===== config.mk =====
export PLATFORM = sky130hd
export DESIGN_NAME = mul_iter_radix
export DESIGN_NICKNAME = d
export VERILOG_FILES = /design/src/rtl/mul_pkg.sv /design/src/rtl/mul_pp_step.sv /design/src/rtl/mul_iter_radix.sv
export SDC_FILE = /design/constraint.sdc
export NUM_CORES = 1
export LEC_CHECK = 0
export ABC_CLOCK_PERIOD_IN_PS = 6700
export CAP_MARGIN = 25
export CORE_ASPECT_RATIO = 0.6
export CORE_MARGIN = 8
export CORE_UTILIZATION = 50
export CTS_CLUSTER_DIAMETER = 150
export CTS_CLUSTER_SIZE = 12
export DETAILED_ROUTE_END_ITERATION = 16
export GPL_ROUTABILITY_DRIVEN = 0
export PLACE_DENSITY = 0.81
export SETUP_SLACK_MARGIN = 0.02
export SKIP_LAST_GASP = 1
export SYNTH_ARGS = -nofsm -noshare
export SYNTH_HDL_FRONTEND = slang
export SYNTH_SLANG_ARGS = --single-unit

===== constraint.sdc =====
create_clock -name CLK -period 6.7 [get_ports CLK]
set_input_delay 1.005 -clock CLK [delete_from_list [all_inputs] [get_ports CLK]]
set_output_delay 1.005 -clock CLK [all_outputs]
set_load 0.02 [all_outputs]

===== src/rtl/mul_pkg.sv =====
// Shared encodings and configuration checks for the iterative radix multiplier.
package mul_pkg;

  localparam logic [1:0] OP_MUL    = 2'b00;
  localparam logic [1:0] OP_MULH   = 2'b01;
  localparam logic [1:0] OP_MULHSU = 2'b10;
  localparam logic [1:0] OP_MULHU  = 2'b11;

  typedef enum logic [1:0] {
    S_IDLE = 2'd0,
    S_CALC = 2'd1,
    S_FIX  = 2'd2
  } mul_state_e;

  // Radix must be 1, 2 or 4 and divide an even width of at least 8.
  function automatic bit bpc_legal(int dw, int bpc);
    return (bpc == 1 || bpc == 2 || bpc == 4) && (dw % bpc == 0) &&
           (dw >= 8) && (dw % 2 == 0);
  endfunction

endpackage


===== src/rtl/mul_pp_step.sv =====
// One combinational radix step: add a partial product into the upper
// accumulator half and shift {acc_hi, multiplier} right by BITS_PER_CYCLE.
module mul_pp_step #(
  parameter int DATA_WIDTH     = 32,
  parameter int BITS_PER_CYCLE = 2
) (
  input  logic [DATA_WIDTH-1:0] acc_hi,
  input  logic [DATA_WIDTH-1:0] mplr,
  input  logic [DATA_WIDTH-1:0] mcand,
  output logic [DATA_WIDTH-1:0] acc_hi_nxt,
  output logic [DATA_WIDTH-1:0] mplr_nxt
);

  localparam int PPW = DATA_WIDTH + BITS_PER_CYCLE;

  logic [PPW-1:0] pp;
  logic [PPW:0]   sum;

  assign pp  = {{DATA_WIDTH{1'b0}}, mplr[BITS_PER_CYCLE-1:0]} *
               {{BITS_PER_CYCLE{1'b0}}, mcand};
  assign sum = {1'b0, pp} + {{(BITS_PER_CYCLE+1){1'b0}}, acc_hi};

  // Shifted sum always fits DATA_WIDTH because acc_hi stays below mcand.
  assign acc_hi_nxt = DATA_WIDTH'(sum >> BITS_PER_CYCLE);
  assign mplr_nxt   = {sum[BITS_PER_CYCLE-1:0], mplr[DATA_WIDTH-1:BITS_PER_CYCLE]};

endmodule


===== src/rtl/mul_iter_radix.sv =====
// Iterative radix multiplier for MUL/MULH/MULHSU/MULHU with a START/READY/VALID
// handshake, pipeline stall and zero-operand early exit.
//
// state  | meaning
// S_IDLE | READY high, waiting for an accepted START
// S_CALC | retiring BITS_PER_CYCLE multiplier bits per cycle
// S_FIX  | sign fix-up, result selection, one-cycle VALID
module mul_iter_radix
  import mul_pkg::*;
#(
  parameter int DATA_WIDTH     = 32,
  parameter int BITS_PER_CYCLE = 2
) (
  input  logic                  CLK,
  input  logic                  RST,
  input  logic                  START,
  input  logic [1:0]            OP,
  input  logic [DATA_WIDTH-1:0] OPERAND_A,
  input  logic [DATA_WIDTH-1:0] OPERAND_B,
  input  logic                  STALL,
  output logic                  READY,
  output logic                  VALID,
  output logic [DATA_WIDTH-1:0] RESULT,
  output logic                  BUSY
);

  localparam int ITER = DATA_WIDTH / BITS_PER_CYCLE;
  localparam int CW   = $clog2(ITER + 1);
  localparam logic [CW-1:0] CNT_INIT = CW'(ITER);
  localparam logic [CW-1:0] CNT_ONE  = CW'(1);

  if (!bpc_legal(DATA_WIDTH, BITS_PER_CYCLE)) begin : g_cfg_check
    $error("mul_iter_radix: illegal DATA_WIDTH/BITS_PER_CYCLE combination");
  end

  mul_state_e            state;
  logic [CW-1:0]         count;
  logic [DATA_WIDTH-1:0] acc_hi, mag_a, mag_b;
  logic [DATA_WIDTH-1:0] acc_hi_nxt, mag_a_nxt;
  logic [DATA_WIDTH-1:0] mag_a_in, mag_b_in;
  logic                  neg, neg_in, sa, sb, zero_in;
  logic [1:0]            op_q;
  logic [2*DATA_WIDTH-1:0] prod_raw, prod;

  assign sa       = (OP == OP_MULH) || (OP == OP_MULHSU);
  assign sb       = (OP == OP_MULH);
  assign neg_in   = (sa & OPERAND_A[DATA_WIDTH-1]) ^ (sb & OPERAND_B[DATA_WIDTH-1]);
  assign mag_a_in = (sa && OPERAND_A[DATA_WIDTH-1]) ? -OPERAND_A : OPERAND_A;
  assign mag_b_in = (sb && OPERAND_B[DATA_WIDTH-1]) ? -OPERAND_B : OPERAND_B;
  assign zero_in  = (OPERAND_A == '0) || (OPERAND_B == '0);

  assign prod_raw = {acc_hi, mag_a};
  assign prod     = neg ? -prod_raw : prod_raw;

  mul_pp_step #(
    .DATA_WIDTH    (DATA_WIDTH),
    .BITS_PER_CYCLE(BITS_PER_CYCLE)
  ) u_pp_step (
    .acc_hi    (acc_hi),
    .mplr      (mag_a),
    .mcand     (mag_b),
    .acc_hi_nxt(acc_hi_nxt),
    .mplr_nxt  (mag_a_nxt)
  );

  always_ff @(posedge CLK) begin
    if (RST) begin
      state  <= S_IDLE;
      READY  <= 1'b1;
      BUSY   <= 1'b0;
      VALID  <= 1'b0;
      RESULT <= '0;
      count  <= '0;
      acc_hi <= '0;
      mag_a  <= '0;
      mag_b  <= '0;
      neg    <= 1'b0;
      op_q   <= OP_MUL;
    end else if (STALL) begin
      // Everything holds; VALID is a pulse so it must not stretch across a stall.
      VALID <= 1'b0;
    end else begin
      VALID <= 1'b0;
      case (state)
        S_IDLE: begin
          if (START) begin
            // Zero early-out also clears the multiplier so {acc_hi, mag_a} reads 0.
            mag_a  <= zero_in ? '0 : mag_a_in;
            mag_b  <= mag_b_in;
            neg    <= neg_in;
            op_q   <= OP;
            acc_hi <= '0;
            count  <= CNT_INIT;
            state  <= zero_in ? S_FIX : S_CALC;
            READY  <= 1'b0;
            BUSY   <= 1'b1;
          end
        end
        S_CALC: begin
          acc_hi <= acc_hi_nxt;
          mag_a  <= mag_a_nxt;
          count  <= count - CNT_ONE;
          if (count == CNT_ONE) state <= S_FIX;
        end
        S_FIX: begin
          RESULT <= (op_q == OP_MUL) ? prod[DATA_WIDTH-1:0]
                                     : prod[2*DATA_WIDTH-1:DATA_WIDTH];
          VALID  <= 1'b1;
          state  <= S_IDLE;
          READY  <= 1'b1;
          BUSY   <= 1'b0;
        end
        default: begin
          state <= S_IDLE;
          READY <= 1'b1;
          BUSY  <= 1'b0;
        end
      endcase
    end
  end

endmodule


==> images/congestion.png <==
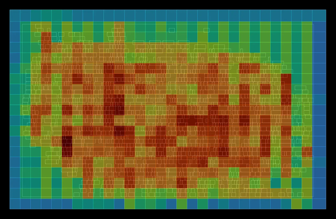
Most Crowded Layer GR: met1
Total GRT Usage: 26.6%

==> images/logic_types.png <==
The bar under the picture is 50 um long.
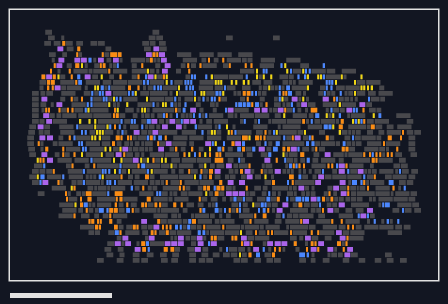
- inv cells: yellow (cells 116; most used inv_1)
- xor and xnor cells: purple (cells 114; most used xnor2_1; where spread over the die)
- nor cells: orange (cells 261; most used nor2_1)
- nand cells: blue (cells 232; most used nand2_1)

==> images/clk_routes.png <==
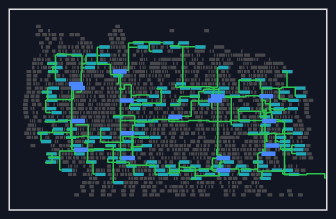
- flip-flops: cyan (count 141)
- clock drivers: blue (count 17)
- clock wires: green (length 2020 um)
- routed clock nets: 18

==> images/sizes.png <==
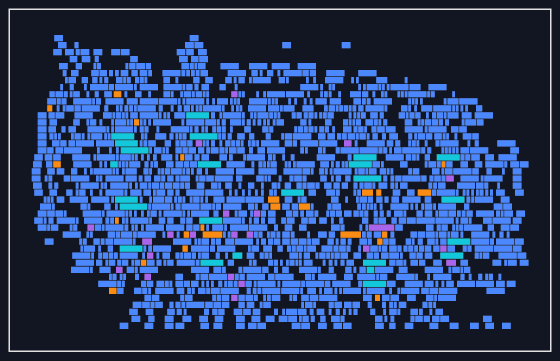
- _6 and larger: cyan (cells 24)
- _2 cells: orange (cells 23)
- _0 and _1 cells: blue (cells 1488)
- _3 and _4 cells: purple (cells 22)
final instance area: 13000 sq um
fin worst setup slack: 2.04 ns
area delta synth->final: 16.0%
Non-clk bufs: 119

==> images/layer_met3.png <==
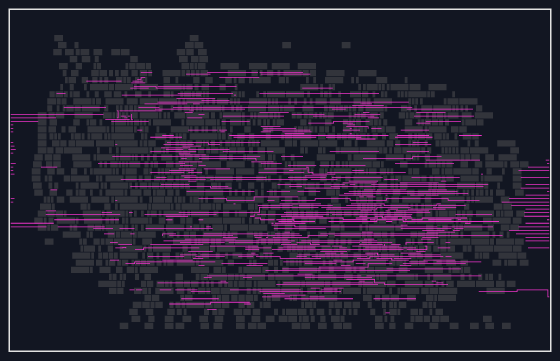
- wire length on this layer: 5560 um
- longest straight run: 97.1 um
- nets with wire on the layer: 285
- main direction: horizontal
- share of all routed wire: 15%

==> Changelog: implementation <==
### Implementation results

- Min Clock Period, post-route: 4.66 ns
- Logic pwr share: 22.0%
- FFs w/ async S/R, synth: 0%
- Core Region: 22000 sq um
- Starting Density: 50.9%
- Number of enable flip-flop cells: 0
- Final Cycle Share: 69.6%
- Initial antenna violation count: 1
- Synthesized cell area: 11200 sq um
- CP peak stage delay: 0.85 ns
- Vias in the first global route: 10900
- Reg2reg path depth: 13
- Relative slew slack: 36.2%
- Port bufs: 104
- Top cells by area: dfxtp_1 25%, nor2_1 5.9%, xnor2_1 5.9%, nand2_1 5.8%, fa_1 5.7%
- Tool warnings: 27
- DRC violation total after the first TritonRoute iteration: 1881
- Hold buffers post-CTS: 0
- Cell Area, Placed: 12400 sq um
- WP depth: 13
- Most numerous cell in the Yosys netlist: nor2_1
- Hold WS: 0.455 ns
- Comb. cell area: 7590 sq um
- Yosys aoi share: 24.8%
- Yosys top cell by area: dfxtp_1
- Met3 global-route usage: 9.09%
- Chip Area, Yosys: 11200 sq um
- Initial DRT Pass Iterations: 9
- Status: completed
- Fin util: 59.0%
- Hold Path Class: register to register
- Cell total after placement: 1810
- Syn. warnings: 0
- Clock network power share: 40.4%
- NetSw: 818 uW
- Global-route wire length before repair: 60300 um
- CP Cell Sequence: buf_4 > and2_1 > fa_1 > ha_1 > inv_1 > fa_1 > nor2b_1 > o31ai_1 > a31oi_1 > o21ai_0 > a21oi_1 > or3_1 > a32o_1
- # resized after CTS: 0
-- area by class of cell --
type / count / share of cell area [%]
Clock buffer: 18 / 3.31
Sequential cell: 141 / 21.7
Clock inverter: 14 / 1.48
Inverter: 116 / 3.35
Multi-Input combinational cell: 1149 / 58.5
Timing Repair Buffer: 119 / 8.87
Tap cell: 286 / 2.76
-- power groups by stage --
| stage | Sequential, mW | Combinational (mW) | Clock, mW |
|---|---|---|---|
| floorplan | 0.936 | 0.381 | 0 |
| global placement | 0.963 | 0.525 | 0 |
| detailed placement | 0.965 | 0.539 | 0 |
| CTS | 0.947 | 0.543 | 1.02 |
| global route | 0.957 | 0.606 | 1.06 |
| finish | 0.953 | 0.559 | 1.02 |
Power is estimated from default activity; no workload was simulated.
